Run 1, PDN straps and rails:
Pins as bars on the die edge.
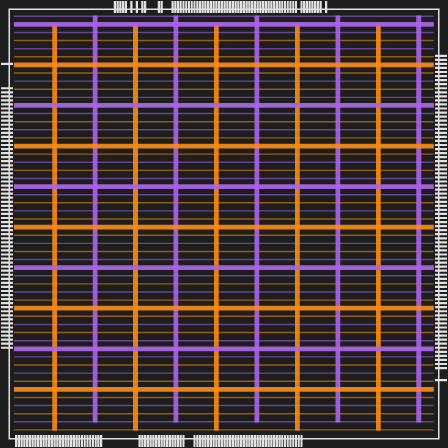
Run 1, clock nets:
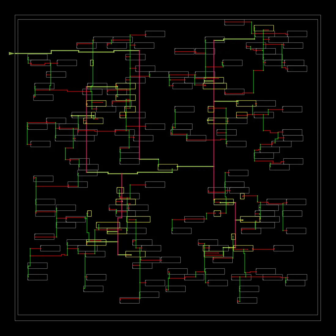
Run 1, signal wires on met1:
Supply wires on this layer in gray.
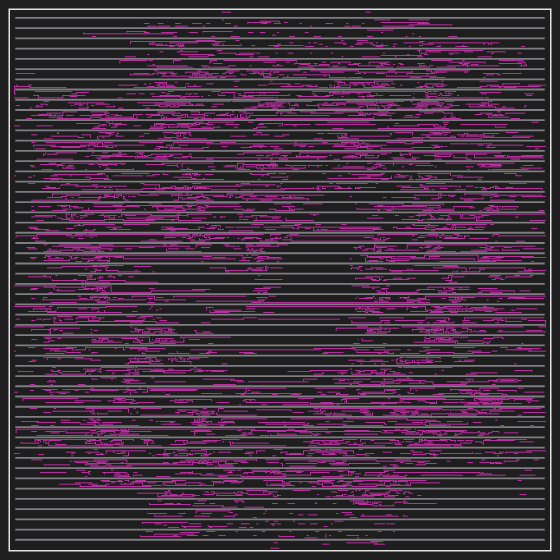
**src/rtl/present_pkg.sv**
```systemverilog
// Shared constants, FSM state type and the PRESENT bit permutation for the
// present_enc datapath.
package present_pkg;

   localparam int STATE_W = 64;
   localparam int KEY_W   = 80;
   localparam int ROUNDS  = 31;

   // Nibble n of this constant is S(n); S(0)=C sits in the lowest nibble.
   localparam logic [63:0] SBOX = 64'h2174_8FE3_DA09_B65C;

   typedef enum logic [1:0] {
      ST_IDLE  = 2'd0,
      ST_ROUND = 2'd1,
      ST_FINAL = 2'd2
   } fsm_e;

   function automatic logic [STATE_W-1:0] p_layer(input logic [STATE_W-1:0] s);
      logic [STATE_W-1:0] p;
      logic [5:0]         dst;
      p = '0;
      for (int i = 0; i < STATE_W - 1; i++) begin
         dst    = 6'((16 * i) % (STATE_W - 1));
         p[dst] = s[i];
      end
      p[STATE_W-1] = s[STATE_W-1];
      return p;
   endfunction

endpackage

```
**src/rtl/present_if.sv**
```systemverilog
// Request/result bus of present_enc plus the key-schedule side channel.
// The abort_i signal exists only when PRESENT_ABORT_EN is defined.
interface present_if;
   import present_pkg::*;

   logic               start_i;
   logic [STATE_W-1:0] pt_i;
   logic [KEY_W-1:0]   key_i;
   logic [KEY_W-1:0]   krnd_i;
`ifdef PRESENT_ABORT_EN
   logic               abort_i;
`endif
   logic               key_start_o;
   logic               key_act_o;
   logic [4:0]         rc_o;
   logic [STATE_W-1:0] ct_o;
   logic               done_o;
   logic               busy_o;

   modport slave (
`ifdef PRESENT_ABORT_EN
      input  abort_i,
`endif
      input  start_i, pt_i, key_i, krnd_i,
      output key_start_o, key_act_o, rc_o, ct_o, done_o, busy_o
   );

   modport master (
`ifdef PRESENT_ABORT_EN
      output abort_i,
`endif
      output start_i, pt_i, key_i, krnd_i,
      input  key_start_o, key_act_o, rc_o, ct_o, done_o, busy_o
   );

endinterface

```
**src/rtl/present_sbox.sv**
```systemverilog
// One 4-bit PRESENT S-box, purely combinational.
module present_sbox
   import present_pkg::*;
(
   input  logic [3:0] nib_i,
   output logic [3:0] nib_o
);

   assign nib_o = SBOX[{nib_i, 2'b00} +: 4];

endmodule

```
**src/rtl/present_enc.sv**
```systemverilog
// PRESENT-80 encryption core: one round per clock, round keys supplied by an
// external key-schedule stage. Optional abort input under PRESENT_ABORT_EN.
//
//   state    | meaning
//   ST_IDLE  | waiting for start; first round computed from pt/key on start
//   ST_ROUND | rounds rc=1..30 using krnd from the key-schedule stage
//   ST_FINAL | rc=31, final key whitening into ct, done pulse
module present_enc
   import present_pkg::*;
(
   input logic      CK,
   input logic      RN,
   present_if.slave bus
);

   localparam logic [4:0] RC_LAST = 5'(ROUNDS - 1);

   fsm_e               fsm_q;
   logic [STATE_W-1:0] data_q;
   logic [STATE_W-1:0] ct_q;
   logic [4:0]         rc_q;
   logic               done_q;
   logic [STATE_W-1:0] round_in;
   logic [STATE_W-1:0] sb_out;
   logic [STATE_W-1:0] round_d;
   logic               unused_low_key;

   // The first round keys straight off the input bus; later rounds use krnd.
   assign round_in = (fsm_q == ST_IDLE)
                   ? (bus.pt_i ^ bus.key_i[KEY_W-1:KEY_W-STATE_W])
                   : (data_q   ^ bus.krnd_i[KEY_W-1:KEY_W-STATE_W]);

   for (genvar g = 0; g < STATE_W / 4; g++) begin : g_sbox
      present_sbox u_sbox (
         .nib_i (round_in[4*g +: 4]),
         .nib_o (sb_out[4*g +: 4])
      );
   end

   assign round_d = p_layer(sb_out);

   always_ff @(posedge CK or negedge RN) begin
      if (!RN) begin
         fsm_q  <= ST_IDLE;
         data_q <= '0;
         ct_q   <= '0;
         rc_q   <= '0;
         done_q <= 1'b0;
      end else begin
         done_q <= 1'b0;
         case (fsm_q)
            ST_IDLE: begin
               if (bus.start_i) begin
                  data_q <= round_d;
                  rc_q   <= 5'd1;
                  fsm_q  <= ST_ROUND;
               end
            end
            ST_ROUND: begin
               data_q <= round_d;
               rc_q   <= rc_q + 5'd1;
               if (rc_q == RC_LAST) fsm_q <= ST_FINAL;
            end
            ST_FINAL: begin
               ct_q   <= data_q ^ bus.krnd_i[KEY_W-1:KEY_W-STATE_W];
               done_q <= 1'b1;
               rc_q   <= '0;
               fsm_q  <= ST_IDLE;
            end
            default: begin
               rc_q  <= '0;
               fsm_q <= ST_IDLE;
            end
         endcase
`ifdef PRESENT_ABORT_EN
         // Abort wins over the FINAL write so an aborted block never lands in ct.
         if (bus.abort_i && (fsm_q != ST_IDLE)) begin
            fsm_q  <= ST_IDLE;
            rc_q   <= '0;
            done_q <= 1'b0;
            ct_q   <= ct_q;
         end
`endif
      end
   end

   assign bus.key_start_o = bus.start_i && (fsm_q == ST_IDLE);
   assign bus.key_act_o   = (fsm_q == ST_ROUND);
   assign bus.busy_o      = (fsm_q != ST_IDLE);
   assign bus.rc_o        = rc_q;
   assign bus.ct_o        = ct_q;
   assign bus.done_o      = done_q;

   assign unused_low_key = ^{bus.key_i[KEY_W-STATE_W-1:0], bus.krnd_i[KEY_W-STATE_W-1:0]};

endmodule

```
**src/flat_wrapper.sv**
```systemverilog
// flat-port wrapper written by rule: the top's interface ports become plain ports
module present_enc_flat import present_pkg::*;
  (CK, RN, bus_start_i, bus_pt_i, bus_key_i, bus_krnd_i, bus_key_start_o, bus_key_act_o, bus_rc_o, bus_ct_o, bus_done_o, bus_busy_o);
  present_if bus_i ();
  input logic CK;
  input logic RN;
  input wire logic [$bits(bus_i.start_i)-1:0] bus_start_i;
  input wire logic [$bits(bus_i.pt_i)-1:0] bus_pt_i;
  input wire logic [$bits(bus_i.key_i)-1:0] bus_key_i;
  input wire logic [$bits(bus_i.krnd_i)-1:0] bus_krnd_i;
  output wire logic [$bits(bus_i.key_start_o)-1:0] bus_key_start_o;
  output wire logic [$bits(bus_i.key_act_o)-1:0] bus_key_act_o;
  output wire logic [$bits(bus_i.rc_o)-1:0] bus_rc_o;
  output wire logic [$bits(bus_i.ct_o)-1:0] bus_ct_o;
  output wire logic [$bits(bus_i.done_o)-1:0] bus_done_o;
  output wire logic [$bits(bus_i.busy_o)-1:0] bus_busy_o;
  assign bus_i.start_i = bus_start_i;
  assign bus_i.pt_i = bus_pt_i;
  assign bus_i.key_i = bus_key_i;
  assign bus_i.krnd_i = bus_krnd_i;
  assign bus_key_start_o = bus_i.key_start_o;
  assign bus_key_act_o = bus_i.key_act_o;
  assign bus_rc_o = bus_i.rc_o;
  assign bus_ct_o = bus_i.ct_o;
  assign bus_done_o = bus_i.done_o;
  assign bus_busy_o = bus_i.busy_o;
  present_enc u_core (.CK(CK), .RN(RN), .bus(bus_i));
endmodule
```
**config.mk**
```make
export PLATFORM = sky130hd
export DESIGN_NAME = present_enc_flat
export DESIGN_NICKNAME = d
export VERILOG_FILES = /design/src/rtl/present_pkg.sv /design/src/rtl/present_if.sv /design/src/rtl/present_sbox.sv /design/src/rtl/present_enc.sv /design/src/flat_wrapper.sv
export SDC_FILE = /design/constraint.sdc
export NUM_CORES = 1
export LEC_CHECK = 0
export CORE_UTILIZATION = 48
export CTS_CLUSTER_DIAMETER = 80
export DETAILED_ROUTE_END_ITERATION = 16
export PLACE_DENSITY = 0.85
export SETUP_SLACK_MARGIN = 0.15
export SYNTH_ARGS = -nofsm -noshare
export SYNTH_HDL_FRONTEND = slang
export SYNTH_SLANG_ARGS = --single-unit
```
**constraint.sdc**
```tcl
create_clock -name CK -period 2.65 [get_ports CK]
set_input_delay 0.53 -clock CK [delete_from_list [all_inputs] [get_ports CK]]
set_output_delay 0.53 -clock CK [all_outputs]
set_load 0.01 [all_outputs]
```
==> run notes, run 1 <==
Figures from the implementation reports.

- The flow ran to the end, and the final reports show no timing, DRC or antenna violations.
- The part of the cycle the worst path needs is 0.921.
- The met1 wire length reads 11100 um.
- The number of combinational gates with multiple inputs reads 795.
- The synthesized instance count is 1009.
- The worst flop-to-flop path endpoint is u_core.data_q[6].
- The area taken by flip-flops and latches reads 3400 um2.
- Adding up every negative setup slack in the final design gives 0 ns.
- The script logs the ratio of routed vias to standard cells as 5.29.
- Ranked by total area, the top cell class in this layout is logic gates.
- The detailed route wirelength on metal2 reads 13500 um.
- The vertical die size is 144 um.
- The post-detailed-route count of antenna-violating nets is 0.
- Pin placement for this block handled 300 I/O pins.
- The largest driver fanout on the critical path reads 7.
- The launch instance of the worst register-to-register path is u_core.fsm_q[1].
- The total met3 wirelength after detailed routing is 1810 um.
- The number of different library cells in the post-synthesis netlist reads 42.
- The non-clock inverters instantiated in the layout total 40.
- The half-perimeter wire length of the detailed placement result reads 20100 um.
- The flip-flop cell with the highest count after synthesis reads sky130_fd_sc_hd__dfrtp_1.
- The global routing report lists met3 layer usage as 0.0603.
- From left edge to right edge, the die measures 144 um.
- The flow inserted 265 tap cells.
- The power density over the cells is 1170 nW/um2.
- According to the floorplan log, the row count is 51.
- In the floorplan report the effective utilization is 0.492.
- The internal power consumption reads 9.05 mW.
- The first-iteration detailed-routing DRC count reads 528.
- The global routing's busiest layer reads met2.
- Data on the critical path arrives at its endpoint at 1.91 ns.
- The timing report gives the clock slew at the launch and capture registers of the worst setup and hold paths as 0.06 ns.
- The multi-input combinational cells in the finished layout cover a total of 5900 um2.
- The first element of the critical path is u_core.fsm_q[1].
- For this sky-water flow run, the detailed-routed wirelength per cell is reported as 17.2 um.
- For this run, the script counts the antenna cells in the layout as 0.
- The level count of the clock H-tree is 4.
- The full die area is 20600 um2.
- Routing resource usage on met2 recorded by global route was 0.476.
- The TritonCTS clock tree reads yes.
- Following the worst setup path forward leads to its endpoint at bus_key_start_o.
- Counting flops with a built-in enable in the synthesized netlist gives 0.
- The number of buffers on the longest clock path is 2.
- The number of sequential cells reads 136.
- In the post-synthesis netlist, the biggest area contributors are sky130_fd_sc_hd__dfrtp_1 (35%), sky130_fd_sc_hd__ha_1 (11%), sky130_fd_sc_hd__xnor2_1 (9.5%).
- The synthesis run shows the most used standard cells to be sky130_fd_sc_hd__nand2_1 (155), sky130_fd_sc_hd__dfrtp_1 (136), sky130_fd_sc_hd__xnor2_1 (104).
- The clock network power share reads 0.157.
- The final global-route overflow total is 0.
- The minimum clock period reads 2.44 ns.
- The initial antenna violation count is 0.
- The total tool warning count is 126.
- Per the layout area report, the sequential fraction of cell area is 0.253.
- The final tally of max-slew violations is 0.
- The combinational group share of total power reads 0.624.
- The kind of critical path reads reg -> out.
- The layout has 1452 filler cells.
- The power report puts the leakage power at 5.91 nW.
- The number of setup buffers added after CTS is 2.
- The chip area estimate from yosys synthesis is 9620 um2.
- The number of standard cells reported by yosys reads 1009.
- The average size of a mapped cell is 9.53 um2.
- The post-synthesis instance area is 9620 um2.
- VDD sags by at most 0.513 mV.
- The tree is rooted in a sky130_fd_sc_hd__clkbuf_16.
- The number of cells traversed by the worst register-to-register path is 9.
- The switching power is 6.67 mW.
- The worst setup path is launched from a flip-flop.
- The OpenROAD report gives the critical path a required time of 2.12 ns.
- The proportion of layout cells with a drive suffix above 1 is 0.0973.
- The total global-route track usage reads 0.267.
- The share of the core filled with cells is 0.690.
- The iteration count recorded for the first detailed-route pass is 5.
- The tightest slew margin relative to the limit reads 0.289.
- The final estimated routing congestion in global placement reads 0.864.
- The uppermost signal routing layer after detailed routing reads met4.
- The layout net count is 1611.
- Entering global routing, the biggest net connects 112 pins.
- The DRC violation count after routing reads 0.
## Picture notes: 'PDN straps and rails'
VSS -> orange
VDD -> purple
met1 rails = 52
signal pins = 300
met5 straps = 10
met4 straps = 10

## Picture notes: 'clock nets'
CTS Sinks: 136
clock group power: 2.46 mW
Worst Clk Skew: 0.00962 ns
CLK BUF: 20
CTS buffer count: 17

## Picture notes: 'signal wires on met1'
share of all routed wire = 41%
main direction = horizontal
total vias in the final route: 8354
global-route met1 utilization: 0.309
post-detailed-routing wire length: 27100 um

-- run 1: sequential cells by signal, indices dropped and copies added (netlist names) --
| register | count |
|---|---|
| u_core.bus.ct_o | 64 |
| u_core.data_q | 64 |
| u_core.fsm_q | 2 |
| u_core.bus.done_o | 1 |
| u_core.bus.rc_o | 5 |
-- run 1: layout by cell type (no fill, tap or decap), types with 4 or more instances in the layout --
master / netlist / layout
sky130_fd_sc_hd__mux2_2: 19 / 19
sky130_fd_sc_hd__dfrtp_1: 136 / 136
sky130_fd_sc_hd__o21ai_1: 4 / 4
sky130_fd_sc_hd__a21oi_1: 41 / 41
sky130_fd_sc_hd__buf_12: 0 / 5
sky130_fd_sc_hd__o21ai_0: 59 / 59
sky130_fd_sc_hd__and2_1: 5 / 5
sky130_fd_sc_hd__clkinv_2: 0 / 4
sky130_fd_sc_hd__nand3_1: 11 / 11
sky130_fd_sc_hd__mux2i_2: 3 / 9
sky130_fd_sc_hd__clkbuf_16: 0 / 17
sky130_fd_sc_hd__nand2_1: 155 / 155
sky130_fd_sc_hd__mux2_4: 10 / 10
sky130_fd_sc_hd__inv_1: 39 / 39
sky130_fd_sc_hd__o2111ai_1: 9 / 9
sky130_fd_sc_hd__nor2b_1: 8 / 8
sky130_fd_sc_hd__nor2_1: 69 / 68
sky130_fd_sc_hd__clkdlybuf4s50_1: 0 / 266
sky130_fd_sc_hd__o211ai_1: 17 / 17
sky130_fd_sc_hd__mux2i_1: 83 / 77
sky130_fd_sc_hd__a221o_1: 11 / 11
sky130_fd_sc_hd__ha_1: 82 / 82
sky130_fd_sc_hd__nand2b_1: 9 / 7
sky130_fd_sc_hd__buf_4: 0 / 39
sky130_fd_sc_hd__xnor2_1: 104 / 104
sky130_fd_sc_hd__o311ai_0: 12 / 12
sky130_fd_sc_hd__xor2_1: 33 / 33
sky130_fd_sc_hd__nor3_1: 15 / 15
sky130_fd_sc_hd__a22oi_1: 11 / 11
sky130_fd_sc_hd__mux2i_4: 4 / 4
-- run 1: power groups by stage --
stage | logic (mW) | clock network, mW | registers, mW
4_1_cts | 9.74 | 2.48 | 3.44
6_report | 9.81 | 2.46 | 3.44
3_5_place_dp | 9.55 | 0 | 3.46
2_1_floorplan | 6.79 | 0 | 3.38
3_3_place_gp | 9.17 | 0 | 3.44
5_1_grt | 10.8 | 2.57 | 3.53
-- run 1: logic make-up after synthesis --
| group | share of synthesized area |
|---|---|
| xor gates and xnor gates | 0.125 |
| adders and majority gates | 0.107 |
| and+or+nand+nor | 0.120 |
| buffers and inverters | 0.0367 |
| muxes | 0.138 |
| AOI/OAI and AO/OA | 0.119 |
| DFF | 0.354 |
-- run 1: stage by stage --
| step | hold slack (ns) | setup WS [ns] | instances | area, um2 |
|---|---|---|---|---|
| after floorplan | 0.234 | 0.316 | 1009 | 9620 |
| after global placement | 0.458 | 0.0594 | 1545 | 12800 |
| after detailed placement | 0.463 | 0.0406 | 1545 | 12800 |
| after CTS | 0.101 | 0.163 | 1579 | 13400 |
| after global routing | 0.117 | 0.132 | 1580 | 13500 |
| final | 0.0786 | 0.209 | 1580 | 13500 |
Run 1, logic cells by family:
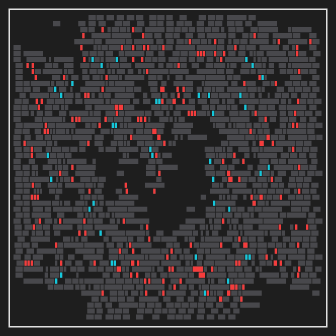

==> run 1 -> run 2 <==
CORE_UTILIZATION = 43   (was 48)
PLACE_DENSITY = 0.81   (was 0.85)
clock period = 2 ns   (was 2.65 ns; I/O delays follow)
Run 2, logic cells by family:
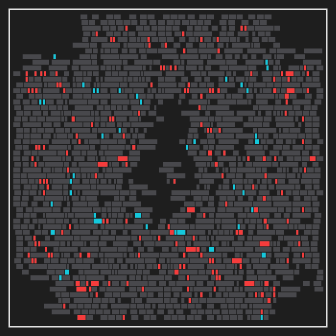
inv cells -> cyan  # cells 40, most used inv_2
nand cells -> red  # cells 177, most used nand2_1, where spread over the die
most instantiated logic cell after routing: sky130_fd_sc_hd__clkdlybuf4s50_1
fraction of standard cell area in multi-input logic: 0.435

==> run 2 against run 1 <==
  * The run now ends with negative setup slack left
  * Setup slack worse by 0.50 ns
  * Sequential cell count is the same
  * Via count rose by 13%
  * Global-route usage increased by 1.4 points
  * Utilization grew 6.0 points
  * Sequential share of layout area fell by 4.5 points
  * Sequential power rose by 34%
  * Clock skew is 0.0061 ns higher
  * Clock power grew 27%
  * Critical path depth up 6
  * Worst hold slack improved by 0.37 ns
  * Routed wire length up 27%
  * Largest cell class unchanged
  * Largest power group unchanged
==> run notes, run 2 <==
Figures from the implementation reports.

- The average wire length per cell after detail routing reads 19.5 um (+14%).
- Subtracting the final worst setup slack from the clock period gives 2.29 ns.
- Setup repair after global routing could not meet its margin everywhere.
- The final estimated routing congestion in global placement reads 0.826 (-4.3%).
- The post-synthesis instance area reads 9620 um2 (unchanged).
- The width of the die is 152 um (+5.6%).
- The DRC violation count after routing is 0 (unchanged).
- Together, buffers and inverters on the worst path number 4.
- The peak supply drop reads 0.960 mV (+87%).
- The via count of the first global-routing pass was 9514.
- The clock-pin slew on the worst setup and hold paths reads 0.06 ns (about the same).
- The data required time of the worst path came to 2.34 ns (+0.22 ns).
- The critical path launch point type is a flip-flop.
- The synthesized instance count is 1009 (unchanged).
- The number of buffers on the longest clock path is 2 (unchanged).
- The number of rows in the core area came to 54 (+5.9%).
- Sorting the synthesized cells by area gives the leading types as sky130_fd_sc_hd__dfrtp_1 (35%), sky130_fd_sc_hd__ha_1 (11%), sky130_fd_sc_hd__xnor2_1 (9.5%).
- TritonCTS built the clock tree.
- The post-detailed-route count of antenna-violating nets is 0 (unchanged).
- The number of CTS-inserted buffers reads 17 (unchanged).
- Of the post-synthesis cell area, the dominant cell type holds 0.354.
- The power density over the cells reads 1750 nW/um2 (+50%).
- The number of standard cells reported by yosys reads 1009 (unchanged).
- The pin count of the biggest net entering global routing is 55 (-51%).
- The layout net count reads 1779 (+10%).
- The proportion of register bits with asynchronous set or reset after synthesis is 1.00.
- The final worst-path setup slack reads -0.290 ns (-0.499 ns).
- The chip area estimate from yosys synthesis is 9620 um2 (unchanged).
- Of the available clock period, the critical path in the final layout requires 1.14.
- The synthesis report names the predominant flop master as sky130_fd_sc_hd__dfrtp_1.
- The first-iteration detailed-routing DRC count reads 488 (-7.6%).
- The via count normalized by instance count is 5.36 (+1.3%).
- As reported, the later end of the worst-skew pair has a clock insertion delay of 0.43 ns.
- The count of clock tree sinks came to 136 (unchanged).
- The slowest cell on the critical path reads sky130_fd_sc_hd__dfrtp_1.
- The clock tree skew after final layout reads 0.0157 ns (+0.00605 ns).
- The initial antenna violation count is 2 (+2).
- The transition at the pin with the smallest max-transition slack is 0.620 ns.
- The final tally of max-slew violations is 0 (unchanged).
- The critical path's most frequent cell reads sky130_fd_sc_hd__buf_12.
- The design draws 28.7 mW.
- The net count after synthesis reads 1318.
- The category of cells accounting for the largest share of critical-path delay reads buffers and inverters.
- The aggregate routed wire length is 34400 um (+27%).
- The count of final hold-check violations is 0.
- The tightest slew margin relative to the limit is 0.584 (+0.295).
- The pre-CTS setup slack is -0.362 ns (-0.402 ns).
- The placed instance count reads 1665 (+7.8%).
- Of the synthesized area, sequential elements account for 0.354.
- By startpoint and endpoint, the worst setup path is classified as reg -> reg.
- The core area is 21900 um2.
- The layout-stage area growth over the synthesis result is 70.6%.
- The most common cell in the netlist reads sky130_fd_sc_hd__nand2_1.
- Among all stages on the critical path, the maximum delay recorded is 0.41 ns.
- The standby leakage power reads 7.01 nW (+19%).
- The proportion of layout cells with a drive suffix above 1 is 0.312 (+0.214).
- By count the netlist is led by sky130_fd_sc_hd__nand2_1 (155), sky130_fd_sc_hd__dfrtp_1 (136), sky130_fd_sc_hd__xnor2_1 (104).
- The largest driver fanout on the critical path reads 5 (-2).
- The worst endpoint data arrival time is 2.63 ns (+0.72 ns).
- Based on the critical path, the design can be clocked at up to 437 MHz.
- The max-cap check violation count is 0.
- The summed negative setup slack over all endpoints was -8.39 ns (-8.39 ns).
- The total global-route track usage reads 0.282 (+0.0145).
- The class of the tightest hold or removal check reads in -> async.
- The flow ran to the end, but the final reports show violations.
- The final global-route overflow total is 0 (unchanged).
- The quantity of I/O buffers inserted on ports reads 267.
- The average size of a mapped cell is 9.53 um2 (unchanged).
- The count of TritonRoute iterations in the first routing pass reads 5 (unchanged).
- The vertical die size reads 152 um (+5.6%).
- The report lists the cells along the critical path as nor2_4 -> buf_12 -> buf_12 -> buf_12 -> mux2i_4 -> inv_1 -> ha_1 -> nor3_1 -> a21oi_1 -> a21oi_1.
- The post-synth tally of flip-flops with integrated enable is 0 (unchanged).
- The number of cells in the finished layout apart from fillers is 1763 (+12%).
- The core utilization before placement is 0.439 (-0.0532).
- Counting the warning lines in the Yosys log gives 0.
- In the layout the commonest cells are sky130_fd_sc_hd__clkdlybuf4s50_1 (262), sky130_fd_sc_hd__buf_4 (146), sky130_fd_sc_hd__nand2_1 (145).
- The I/O pin total is 300 (unchanged).
- The synthesis stat section lists a flop and latch total of 136.
- The kind of end point of the critical path is a flip-flop.
- The half-perimeter wire length of the detailed placement result came to 22800 um (+13%).
- The checks that failed: negative setup slack.
- The total tool warning count is 126 (unchanged).
- The first-pass GRT wire length reads 49000 um.
- The cell taking the most area after synthesis reads sky130_fd_sc_hd__dfrtp_1.
- The number of different library cells in the post-synthesis netlist reads 42 (unchanged).
- The number of vias after detailed routing reads 9442 (+13%).
- The full die area reads 23000 um2 (+11%).
- The end-of-flow timing check tallies setup violations at 65.
- The level count of the clock H-tree reads 4 (unchanged).
- The CTS root buffer is sky130_fd_sc_hd__clkbuf_16.
## run 2: cell count changes in the layout (fill, tap and decap cells not counted), sizes merged, moves of 2 or more
cell / before / now
clkbuf: 20 / 22
clkdlybuf4s50: 266 / 262
clkinv: 7 / 5
buf: 46 / 214
## run 2: through the flow
| step | hold slack (ns) | instance area [um2] | utilization |
|---|---|---|---|
| after floorplan | 0.104 | 10400 | - |
| after global placement | 0.349 | 14500 | 0.660 |
| after detailed placement | 0.348 | 14500 | 0.660 |
| after CTS | 0.468 | 15800 | 0.723 |
| after global routing | 0.501 | 16400 | 0.749 |
| final | 0.453 | 16400 | 0.749 |
## run 2: worst paths after layout
path                       depth (start not counted)                  end  slack [ns]           startpoint
max                                               10    u_core.data_q[48]       -0.29      u_core.fsm_q[0]
max reg2reg                                       10    u_core.data_q[48]       -0.29      u_core.fsm_q[0]
min                                                2   u_core.bus.rc_o[3]        0.45                   RN
min reg2reg                                        2  u_core.bus.ct_o[28]        0.47  u_core.bus.ct_o[28]
max in group asynchronous                          3     u_core.data_q[6]        0.97                   RN
min in group CK                                    2  u_core.bus.ct_o[28]        0.47  u_core.bus.ct_o[28]
## run 2: kinds of logic (layout without fill, tap and decap cells)
logic type	Yosys count	count (layout)	synth area share
compound gates	179	179	0.119
buf+inv	78	549	0.0367
xor+xnor	137	137	0.125
mux	119	120	0.138
simple gates	278	279	0.120
fa+ha+maj	82	82	0.107
other cells	0	1	0
flops	136	136	0.354
## run 2: report_power, final
| part | leakage (nW) | switching [mW] | internal (mW) |
|---|---|---|---|
| clock | 0.276 | 1.23 | 1.88 |
| sequential | 1.43 | 0.819 | 3.80 |
| combinational | 5.31 | 9.93 | 11.1 |
| total | 7.01 | 12.0 | 16.7 |
## run 2: cell type report
| cell class | count | area (um2) |
|---|---|---|
| Clock inverter | 9 | 100 |
| Clock buffer | 22 | 464 |
| Antenna cell | 1 | 2.50 |
| Multi-Input combinational cell | 797 | 7140 |
| Fill cell | 1403 | 5490 |
| Sequential cell | 136 | 3400 |
| Timing Repair Buffer | 478 | 4760 |
| Tap cell | 280 | 350 |
| Inverter | 40 | 184 |
## run 2: layer usage
metal | vias to the layer above | global-route usage | routed length, um
met5 | - | 0 | 0
met2 | 333 | 0.522 | 18000
met3 | 86 | 0.0458 | 1910
met1 | 4629 | 0.315 | 13000
met4 | 0 | 0.125 | 1430
li1 | 4394 | - | -
## run 2: worst register-to-register path, stage by stage, from the launching register on
cell and delay (ns):
sky130_fd_sc_hd__dfrtp_1 0.41, sky130_fd_sc_hd__nor2_4 0.17, sky130_fd_sc_hd__buf_12 0.15, sky130_fd_sc_hd__buf_12 0.13, sky130_fd_sc_hd__buf_12 0.13, sky130_fd_sc_hd__mux2i_4 0.30, sky130_fd_sc_hd__inv_1 0.11, sky130_fd_sc_hd__ha_1 0.23
sky130_fd_sc_hd__nor3_1 0.31, sky130_fd_sc_hd__a21oi_1 0.08, sky130_fd_sc_hd__a21oi_1 0.16
## run 2: timing repair
action / 4_1_cts / 5_1_grt
pin swaps: 44 / 45
endpoints found under the hold margin: 35 / 0
endpoints found under the setup margin: 67 / 72
buffers inserted: 38 / 21
resized: 95 / 92
gates cloned: 4 / 2
hold buffers: 1 / 0
==> run 2 -> run 3 <==
CAP_MARGIN = 10   (was default)
Run 3, where the registers sit:
Other sequential cells in the stronger gray, the rest of the logic in the fainter gray.
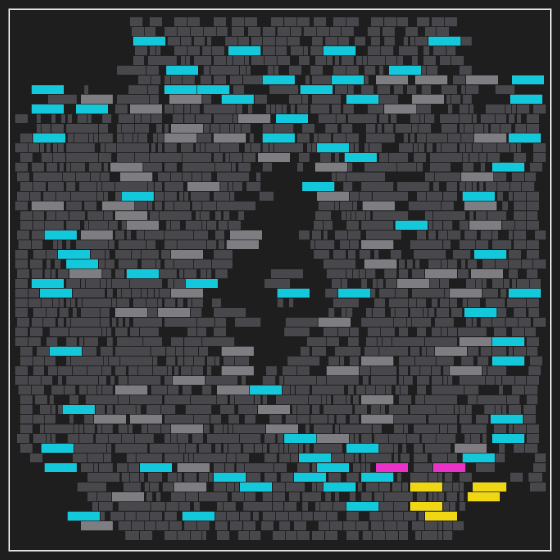
u_core.bus.rc_o -> yellow  # sequential cells 5, where bottom right
u_core.bus.ct_o -> cyan  # sequential cells 64, where spread over the die
u_core.fsm_q -> magenta  # sequential cells 2
not colored = 65
Post-Route Utilization: 0.749
area taken by flip-flops and latches: 3400 um2
sequential power: 4.62 mW
Seq/total area: 0.208

==> run 3 against run 2 <==
  * The run still ends with negative setup slack left
  * Largest cell class unchanged
  * Global-route usage is the same
  * Critical endpoint unchanged
  * Utilization is the same
  * Clock skew is the same
  * Sequential share of layout area is the same
  * Non-clock buffer count is the same
  * Fmax is the same
  * Sequential cell count is the same
  * Register-to-register slack is essentially flat
  * Routed wire length is the same
==> run notes, run 3 <==
Figures from the implementation reports.

- The flow ran to the end, but the final reports show violations.
- The final reports fail on negative setup slack.
- The number of CTS-inserted buffers is 17 (unchanged).
- The net count after synthesis is 1318 (unchanged).
- The final setup violation count is 65 (unchanged).
- The number of vias after detailed routing came to 9442 (unchanged).
- The tightest slew margin relative to the limit is 0.584 (unchanged).
- The transition at the pin with the smallest max-transition slack is 0.620 ns (unchanged).
- The average size of a mapped cell came to 9.53 um2 (unchanged).
- The total global-route track usage is 0.282 (unchanged).
- The worst hold-check slack is 0.453 ns (unchanged).
- The aggregate routed wire length reads 34400 um (unchanged).
- The power density over the cells reads 1750 nW/um2 (unchanged).
- The stage delay of the slowest cell on the critical path is 0.41 ns (about the same).
- The cell area after layout is 16400 um2 (unchanged).
- The area of placed instances reads 14500 um2 (unchanged).
- The count of clock tree sinks reads 136 (unchanged).
- The pre-CTS setup slack is -0.362 ns (unchanged).
- The standby leakage power was 7.01 nW (unchanged).
- The data required time of the worst path reads 2.34 ns (about the same).
- Setup repair after global routing could not meet its margin everywhere.
- Ranked by total cell area, the synthesized netlist is headed by sky130_fd_sc_hd__dfrtp_1 (35%), sky130_fd_sc_hd__ha_1 (11%), sky130_fd_sc_hd__xnor2_1 (9.5%).
- The number of different library cells in the post-synthesis netlist reads 42 (unchanged).
- The flip-flop cell with the highest count after synthesis is sky130_fd_sc_hd__dfrtp_1.
- The TritonCTS clock tree reads yes.
- The post-synthesis instance area reads 9620 um2 (unchanged).
- The full die area reads 23000 um2 (unchanged).
- The count of final hold-check violations reads 0 (unchanged).
- The level count of the clock H-tree is 4 (unchanged).
- The class of the tightest hold or removal check reads in -> async.
- The final worst-path setup slack was -0.290 ns (unchanged).
- The initial antenna violation count is 2 (unchanged).
- The average wire length per cell after detail routing reads 19.5 um (unchanged).
- The peak supply drop is 0.960 mV (unchanged).
- The category of cells accounting for the largest share of critical-path delay reads buffers and inverters.
- The fmax is 437 MHz (unchanged).
- The post-detailed-route count of antenna-violating nets is 0 (unchanged).
- The number of buffers on the longest clock path is 2 (unchanged).
- The core area is 21900 um2 (unchanged).
- The core utilization before placement is 0.439 (unchanged).
- The final tally of max-slew violations is 0 (unchanged).
- The part of the cycle the worst path needs was 1.14 (unchanged).
- The timing report shows that the slowest cell on the worst path is sky130_fd_sc_hd__dfrtp_1.
- The launch instance of the worst register-to-register path is u_core.fsm_q[0].
- Per the cell usage report, the commonest logic cells after layout are sky130_fd_sc_hd__clkdlybuf4s50_1 (262), sky130_fd_sc_hd__buf_4 (146), sky130_fd_sc_hd__nand2_1 (145).
- The DRC violation count after routing reads 0 (unchanged).
- The signal on the critical path passes through nor2_4 -> buf_12 -> buf_12 -> buf_12 -> mux2i_4 -> inv_1 -> ha_1 -> nor3_1 -> a21oi_1 -> a21oi_1.
- The most numerous logic cell after layout reads sky130_fd_sc_hd__clkdlybuf4s50_1.
- The layout-stage area growth over the synthesis result was 70.6% (unchanged).
- The latest clock arrival within the worst-skew pair is 0.43 ns (about the same).
- The number of rows in the core area reads 54 (unchanged).
- The width of the die is 152 um (unchanged).
- The I/O pin total was 300 (unchanged).
- The number of standard cells reported by yosys is 1009 (unchanged).
- The vertical die size reads 152 um (unchanged).
- The layout net count reads 1779 (unchanged).
- The post-synth tally of flip-flops with integrated enable is 0 (unchanged).
- The first-pass GRT wire length came to 49000 um (unchanged).
- The synthesized flop and latch total reads 136 (unchanged).
- Sorting the Yosys area breakdown by cell type puts at the top sky130_fd_sc_hd__dfrtp_1.
- The final estimated routing congestion in global placement reads 0.826 (unchanged).
- The minimum clock period was 2.29 ns (unchanged).
- The largest driver fanout on the critical path was 5 (unchanged).
- The area share of the largest cell type after synthesis is 0.354 (unchanged).
- The synthesized instance count is 1009 (unchanged).
- Per STA, the library cell used most along the worst path is sky130_fd_sc_hd__buf_12.
- The via count of the first global-routing pass reads 9514 (unchanged).
- The worst setup path is launched from a flip-flop.
- The clock tree skew after final layout is 0.0157 ns (unchanged).
- The clock-pin slew on the worst setup and hold paths reads 0.06 ns (about the same).
- The sequential element share of the synthesized area is 0.354 (unchanged).
- The via count normalized by instance count is 5.36 (unchanged).
- The tally of yosys warning messages is 0 (unchanged).
- The proportion of register bits with asynchronous set or reset after synthesis reads 1.00 (unchanged).
- The final global-route overflow total is 0 (unchanged).
- The proportion of layout cells with a drive suffix above 1 was 0.312 (unchanged).
- The count of TritonRoute iterations in the first routing pass reads 5 (unchanged).
- The CTS root buffer is sky130_fd_sc_hd__clkbuf_16.
- sky130_fd_sc_hd__nand2_1 is the most common cell in the netlist.
- The kind of end point of the critical path is a flip-flop.
- By count the netlist is led by sky130_fd_sc_hd__nand2_1 (155), sky130_fd_sc_hd__dfrtp_1 (136), sky130_fd_sc_hd__xnor2_1 (104).
- The power consumption is 28.7 mW (unchanged).
- The quantity of I/O buffers inserted on ports reads 267 (unchanged).
- The max-cap check violation count is 0 (unchanged).
- The chip area estimate from yosys synthesis is 9620 um2 (unchanged).
- The first-iteration detailed-routing DRC count is 488 (unchanged).
- The summed negative setup slack over all endpoints reads -8.39 ns (unchanged).
- The kind of critical path reads reg -> reg.
- The half-perimeter wire length of the detailed placement result reads 22800 um (unchanged).
- The total buffers and inverters traversed by the critical path came to 4 (unchanged).
- The pin count of the biggest net entering global routing reads 55 (unchanged).
- The first element of the critical path is u_core.fsm_q[0].
- The worst endpoint data arrival time reads 2.63 ns (about the same).
- The total tool warning count is 126 (unchanged).
-- run 3: cell counts after synthesis --
Identical to the previous run, type by type.
-- run 3: logic make-up after synthesis --
group | share of synthesized area
DFF | 0.354
muxes | 0.138
buffers and inverters | 0.0367
adders and majority gates | 0.107
AOI/OAI and AO/OA | 0.119
and+or+nand+nor | 0.120
xor gates and xnor gates | 0.125
-- run 3: per-stage QoR --
| step | util | std cells |
|---|---|---|
| final | 0.749 | 1763 |
| after global routing | 0.749 | 1763 |
| after CTS | 0.723 | 1739 |
| after detailed placement | 0.660 | 1665 |
| after global placement | 0.660 | 1665 |
| after floorplan | - | 1009 |
-- run 3: metal layers --
| metal | global-route usage | part of all wire | vias to the layer above |
|---|---|---|---|
| met5 | 0 | 0 | - |
| met4 | 0.125 | 0.042 | 0 |
| met3 | 0.0458 | 0.055 | 86 |
| li1 | - | - | 4394 |
| met1 | 0.315 | 0.38 | 4629 |
| met2 | 0.522 | 0.53 | 333 |
-- run 3: repair_timing --
action | in CTS | in global routing
hold buffers | 1 | 0
cloned | 4 | 2
gates resized | 95 | 92
pin swaps | 44 | 45
setup buffers | 38 | 21
setup endpoints to repair | 67 | 72
hold endpoints to repair | 35 | 0
-- run 3: report_power, final --
part	switching (mW)	leakage, nW	internal (mW)
sequential	0.819	1.43	3.80
clock	1.23	0.276	1.88
combinational	9.93	5.31	11.1
-- run 3: layout make-up --
type	count	area (um2)
diodes	1	2.50
clock buffers	22	464
clock inverters	9	100
fillers	1403	5490
inverters	40	184
multi-input cells	797	7140
flip-flops and latches	136	3400
well taps	280	350
repair buffers	478	4760
-- run 3: worst paths after layout --
path | to | slack (ns) | depth (start not counted)
setup / recovery | u_core.data_q[48] | -0.29 | 10
hold reg to reg | u_core.bus.ct_o[28] | 0.47 | 2
max in group asynchronous | u_core.data_q[6] | 0.97 | 3
setup reg to reg | u_core.data_q[48] | -0.29 | 10
hold / removal | u_core.bus.rc_o[3] | 0.45 | 2
min in group CK | u_core.bus.ct_o[28] | 0.47 | 2
Power figures rest on the tool's default switching activity, not on a simulated workload.
